**config.mk**
```make
export PLATFORM = sky130hd
export DESIGN_NAME = fetch_redirect_ctrl
export DESIGN_NICKNAME = d
export VERILOG_FILES = /design/src/rtl/fetch_redirect_ctrl.sv
export SDC_FILE = /design/constraint.sdc
export NUM_CORES = 1
export LEC_CHECK = 0
export CORE_AREA = 2 2 68 70
export DETAILED_ROUTE_END_ITERATION = 12
export DIE_AREA = 0 0 70 72
export GPL_TIMING_DRIVEN = 0
export MAX_ROUTING_LAYER = met4
export PLACE_DENSITY = 0.76
export SETUP_SLACK_MARGIN = 0.4
export SYNTH_ARGS = -nofsm -noshare
export SYNTH_HDL_FRONTEND = slang
export SYNTH_SLANG_ARGS = --single-unit
```
**constraint.sdc**
```tcl
create_clock -name clk -period 2.1 [get_ports clk]
set_input_delay 0.42 -clock clk [delete_from_list [all_inputs] [get_ports clk]]
set_output_delay 0.42 -clock clk [all_outputs]
set_load 0.02 [all_outputs]
```
**src/rtl/fetch_redirect_ctrl.sv**
```systemverilog
// Fetch PC sequencer around the branch predictor: picks the next fetch address, drives flushes, gates the predictor.
// Optional performance counters are enabled with `define FETCH_PERF_CNT_EN.
module fetch_redirect_ctrl #(
  parameter logic [15:0] RESET_PC     = 16'h0000,
  parameter int unsigned DRAIN_CYCLES = 2
) (
  input  logic        clk,
  input  logic        reset,
  input  logic        stall,
  input  logic        jump_pred,
  input  logic [15:0] jump_pred_adr,
  input  logic        jump_pred_miss,
  input  logic        jump_pred_adr_miss,
  input  logic [15:0] ALUres_mem,
  input  logic [15:0] pcinc_evac,
  output logic [15:0] pc,
  output logic        pc_valid,
  output logic        flush_if,
  output logic        flush_id,
  output logic        flush_ex,
  output logic        pred_enable,
  output logic [1:0]  state
`ifdef FETCH_PERF_CNT_EN
  ,
  output logic [15:0] pred_cnt,
  output logic [15:0] miss_cnt
`endif
);

  localparam int unsigned PC_W  = 16;
  localparam int unsigned CNT_W = 3;

  typedef enum logic [1:0] {
    INIT  = 2'b00,
    RUN   = 2'b01,
    DRAIN = 2'b10
  } state_t;

  state_t           cur_state;
  state_t           nxt_state;
  logic [PC_W-1:0]  pc_q;
  logic [PC_W-1:0]  pc_nxt;
  logic [CNT_W-1:0] cnt_q;
  logic [CNT_W-1:0] cnt_nxt;
  logic             pc_valid_q;
  logic             recover;
  logic             pred_take;

  // State, PC and drain counter registers
  always_ff @(posedge clk) begin
    if (reset) begin
      cur_state  <= INIT;
      pc_q       <= RESET_PC;
      cnt_q      <= '0;
      pc_valid_q <= 1'b0;
    end else begin
      cur_state  <= nxt_state;
      pc_q       <= pc_nxt;
      cnt_q      <= cnt_nxt;
      pc_valid_q <= (nxt_state == RUN) || (nxt_state == DRAIN);
    end
  end

  // Next-state, next-PC priority and combinational flush/enable outputs
  always_comb begin
    nxt_state   = cur_state;
    pc_nxt      = pc_q;
    cnt_nxt     = cnt_q;
    recover     = 1'b0;
    pred_take   = 1'b0;
    flush_if    = 1'b0;
    flush_id    = 1'b0;
    flush_ex    = 1'b0;
    pred_enable = 1'b0;

    case (cur_state)
      RUN, DRAIN: begin
        recover     = jump_pred_adr_miss | jump_pred_miss;
        pred_take   = (cur_state == RUN) && jump_pred && !stall && !recover;
        pred_enable = (cur_state == RUN);

        if (jump_pred_adr_miss)  pc_nxt = ALUres_mem;
        else if (jump_pred_miss) pc_nxt = pcinc_evac;
        else if (pred_take)      pc_nxt = jump_pred_adr;
        else if (!stall)         pc_nxt = PC_W'(pc_q + 16'd1);

        // Recovery (re)loads the drain window; it only counts down on free-running cycles
        if (recover) begin
          nxt_state = DRAIN;
          cnt_nxt   = CNT_W'(DRAIN_CYCLES);
        end else if ((cur_state == DRAIN) && !stall) begin
          cnt_nxt = cnt_q - CNT_W'(1);
          if (cnt_q <= CNT_W'(1)) begin
            nxt_state = RUN;
            cnt_nxt   = '0;
          end
        end

        flush_if = recover | pred_take;
        flush_id = recover;
        flush_ex = recover;
      end
      default: begin
        nxt_state = RUN;
      end
    endcase

    if (reset) begin
      flush_if    = 1'b0;
      flush_id    = 1'b0;
      flush_ex    = 1'b0;
      pred_enable = 1'b0;
    end
  end

  assign pc       = pc_q;
  assign pc_valid = pc_valid_q;
  assign state    = cur_state;

`ifdef FETCH_PERF_CNT_EN
  // Saturating event counters
  always_ff @(posedge clk) begin
    if (reset) begin
      pred_cnt <= '0;
      miss_cnt <= '0;
    end else begin
      if (pred_take && (pred_cnt != 16'hFFFF)) pred_cnt <= pred_cnt + 16'd1;
      if (recover && (miss_cnt != 16'hFFFF))   miss_cnt <= miss_cnt + 16'd1;
    end
  end
`endif

endmodule

```
run_1/layer_met2.png
(4 px per um) Cells faint in the background.
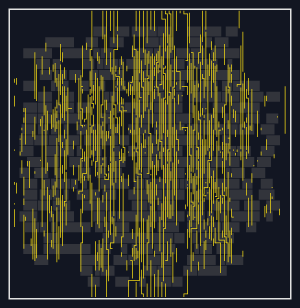
longest straight run: 33.2 um
wire length on this layer: 3130 um
nets with wire on the layer: 321
share of all routed wire: 48%

run_1/detail.png
Region (15, 30) to (55, 70) um. Cells in gray, sequential cells in the stronger gray; small squares are vias.
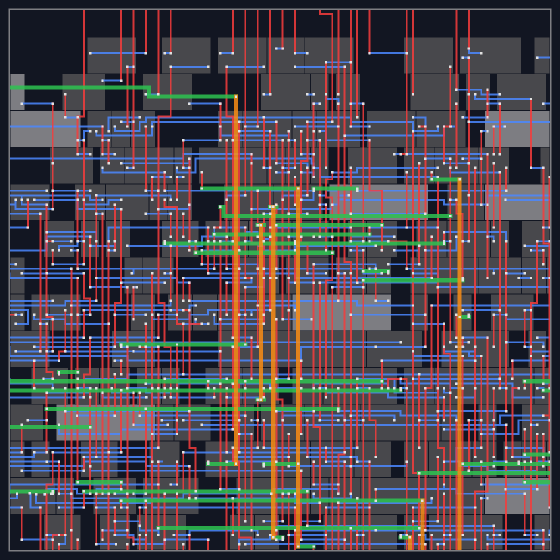
legend:
  blue:
    layer: metal 1
  orange:
    layer: metal 4
  green:
    layer: metal 3
  red:
    layer: metal 2
netlist names of flops here include: pc (7)
cells with their middle in the window: 146
most frequent: nor2_1 (15), clkdlybuf4s50_1 (14), o21ai_0 (11)
sequential cells in the window: 7

==> Table 3: Implementation characteristics, run 1 <==
Table: implementation figures

Parameter                              Value

Detailed routing
  Routed vias/inst    5.881
  1st-iter DRT viols    217

Run status
  Status    complete, no violations

Final layout
  Inverters    8
  Layout multi-input combinational cell count    189

Floorplanning
  DIE HEIGHT    72 um

Hold path
  Hold path cells    2

Pwr
  Portion of total power attributed to the clock network    0.153
  Switching power    1144 uW
  Tot Pwr    2700 uW
  Total power divided by cell area    949.9 nW/um^2

Timing
  Clock Skew    0.001516 ns
  Final hold slack    0.5444 ns
  Setup WS post-layout    0.2221 ns
  F_max    0.5325 GHz
  Number of endpoints failing setup at the final stage    0
  Final cycle utilization of the critical path    0.8942

Global route
  Vias in the first global route    2050
  Met1 capacity usage during global routing    0.3183

Clocking
  Clock buffers created by TritonCTS    3
  CTS Hold Buffers Added    0
  Later-pin clock latency in the skew report    0.27 ns

Critical path
  End point of the critical path    flush_if
  Endpoint arrival time on the critical path    1.46 ns

Yosys
  Number of synthesized flops with an enable pin    0
  YS chip area    1720 sq um
  Share of the synthesized netlist area taken by xor and xnor gates    0.05600

Place
  DP Area    2594 sq um
run_1/logic_types.png
(6 px per um)
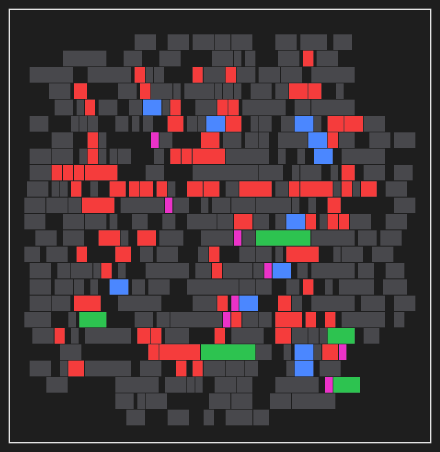
legend:
  magenta:
    family: inverters
    cells: 8
    most_used: inv_1
  red:
    family: inverting AOI/OAI gates
    cells: 73
    most_used: o21ai_0
  green:
    family: adder and majority cells
    cells: 5
    most_used: ha_1
  blue:
    family: XOR/XNOR gates
    cells: 11
    most_used: xor2_1
post-route insts no fill: 378
multi-input gate share of the layout cell area: 0.4533

run_1/congestion.png
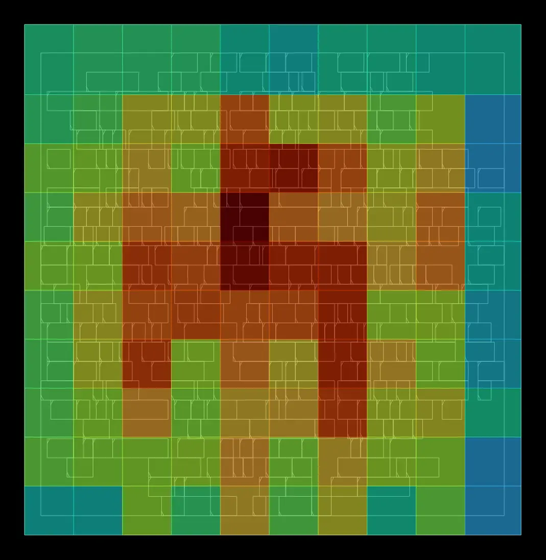
Top Usage Layer GRT: met2
mean routed wirelength per cell: 17.26 um

run 1: cells in the final DEF, fill, tap and decap left out, types with 7 or more instances in the layout:
master,instances
o21ai_0,21
nor2_1,28
xor2_1,7
o21ai_1,8
a21oi_1,11
clkdlybuf4s50_1,52
dfxtp_1,18
buf_4,14
dlygate4sd2_1,13
nand2_1,18
run 1: repair_timing:
action                                  4_1_cts  5_1_grt
gates resized                                52       24
buffers inserted                              9        2
endpoints found under the hold margin         0        0
gates cloned                                  0        1
pin swaps                                     2        3
endpoints found under the setup margin       38       25
run 1: state kept, by name (all words and copies together), names as in the netlist:
| signal | flops |
|---|---|
| pc | 16 |
| cnt_q | 3 |
| state | 2 |
| pc_valid | 1 |
==> run 2, diff against run 1 <==
--- a/config.mk
+++ b/config.mk
@@ -11,6 +11,7 @@
 export GPL_TIMING_DRIVEN = 0
 export MAX_ROUTING_LAYER = met4
 export PLACE_DENSITY = 0.76
+export REMOVE_ABC_BUFFERS = 1
 export SETUP_SLACK_MARGIN = 0.4
 export SYNTH_ARGS = -nofsm -noshare
 export SYNTH_HDL_FRONTEND = slang
run_2/layer_met2.png
(4 px per um) Cells faint in the background.
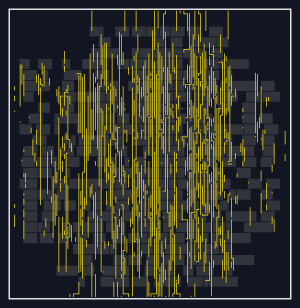
sum of routed wire length over all layers: 6194 um
met2 GRT Util: 0.3841
via total after detailed routing: 2141

run_2/detail.png
Region (15, 30) to (55, 70) um. Cells in gray, sequential cells in the stronger gray; small squares are vias.
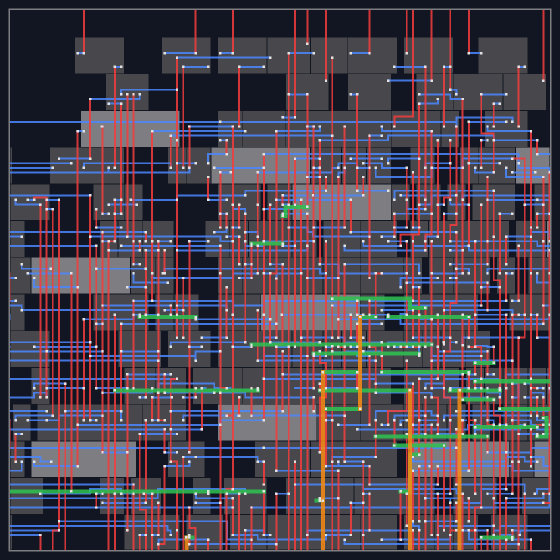
legend:
  orange:
    layer: metal 4
  red:
    layer: metal 2
  green:
    layer: metal 3
  blue:
    layer: metal 1
cells with their middle in the window: 136
netlist names of flops here include: pc (8)
sequential cells in the window: 8
most frequent: nor2_1 (14), o21ai_0 (12), nand2_1 (10)

==> Table 3: Implementation characteristics, run 2 <==
Table: implementation figures

Parameter                              Value

Run status
  Status    complete, no violations

Hold path
  Launch instance of the worst min-delay path    pc[13]
  Hold path cells    2 (unchanged)

Detailed routing
  1st-iter DRT viols    249 (+15%)
  Antenna-violating nets left    0
  Routed vias/inst    5.818 (-1.1%)
  Mean routed wirelength per cell    16.83 um (-2.5%)
  DRC errors left    0

Pwr
  Total power divided by cell area    883.5 nW/um^2 (-7.0%)
  Switching power    1126 uW (-1.6%)

Yosys
  YS chip area    1720 sq um (unchanged)
  Mapped Cells    236
  Primary FF master, synth    dfxtp_1
  Number of synthesized flops with an enable pin    0 (unchanged)
  Fraction of registers with async set/reset    0

Clocking
  Later-pin clock latency in the skew report    0.27 ns (about the same)
  Clock buffers created by TritonCTS    3 (unchanged)
  CTS Hold Buffers Added    0 (unchanged)
  Number of setup buffers added after CTS    11 (+2)
  Total number of clock tree sinks    22

Final layout
  Post-route insts no fill    368 (-2.6%)
  Top logic cells by instance count in the layout    clkdlybuf4s50_1 (49), nor2_1 (28), o21ai_0 (21), nand2_1 (19), buf_4 (19)
  Inverters    8 (unchanged)
  Number of fill cells in the layout    358
  Layout multi-input combinational cell count    189 (unchanged)
  Flip-flop count of the largest register, all copies and words added    16 (unchanged)

Critical path
  Endpoint arrival time on the critical path    1.43 ns (-0.03 ns)
  Top fanout value on the critical path    7
  Worst-path cell with the longest stage delay    dfxtp_4
  End point of the critical path    flush_if

Global route
  Vias in the first global route    1935 (-5.6%)
  Total global routing overflow    0

Floorplanning
  DIE HEIGHT    72 um (unchanged)
  Number of placement rows    24

Timing
  Number of endpoints failing setup at the final stage    0 (unchanged)
  Min Clock Period, post-route    1.846 ns
  F_max    0.5419 GHz (+1.8%)
  Final cycle utilization of the critical path    0.8788 (-0.01540)
  Clock Skew    0.007897 ns (+0.006380 ns)
run_2/logic_types.png
(6 px per um)
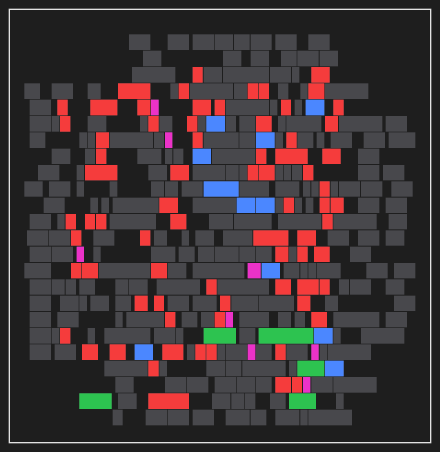
multi-input gate share of the layout cell area: 0.4770
leading cell type in the layout, fill and taps excluded: clkdlybuf4s50_1

## run 2: cell count changes in the layout (fill, tap and decap cells not counted), moves of 3 or more
cell,change
clkbuf_1,-4
buf_4,+5
clkbuf_4,-4
dlygate4sd2_1,+3
clkdlybuf4s50_1,-3
buf_2,-3
## run 2: metrics by stage
step	area, sq um	TNS (ns)	hold slack, ns	setup WS, ns	total power, uW
floorplan	1640	-0.5270	0.4891	-0.1923	1466
global placement	2466	-28.31	0.5245	-1.670	1991
detailed placement	2466	-27.79	0.5261	-1.636	2010
CTS	2670	0	0.5346	0.3014	2355
global route	2830	0	0.5468	0.2058	2658
finish	2830	0	0.5344	0.2545	2501
## run 2: routing by layer
metal,global-route usage,share of wire
met2,0.3841,0.48
met5,-,0
met1,0.2975,0.42
met4,0.08547,0.021
met3,0.02500,0.075
No activity file was given, so power comes from the tool's default toggle rates.
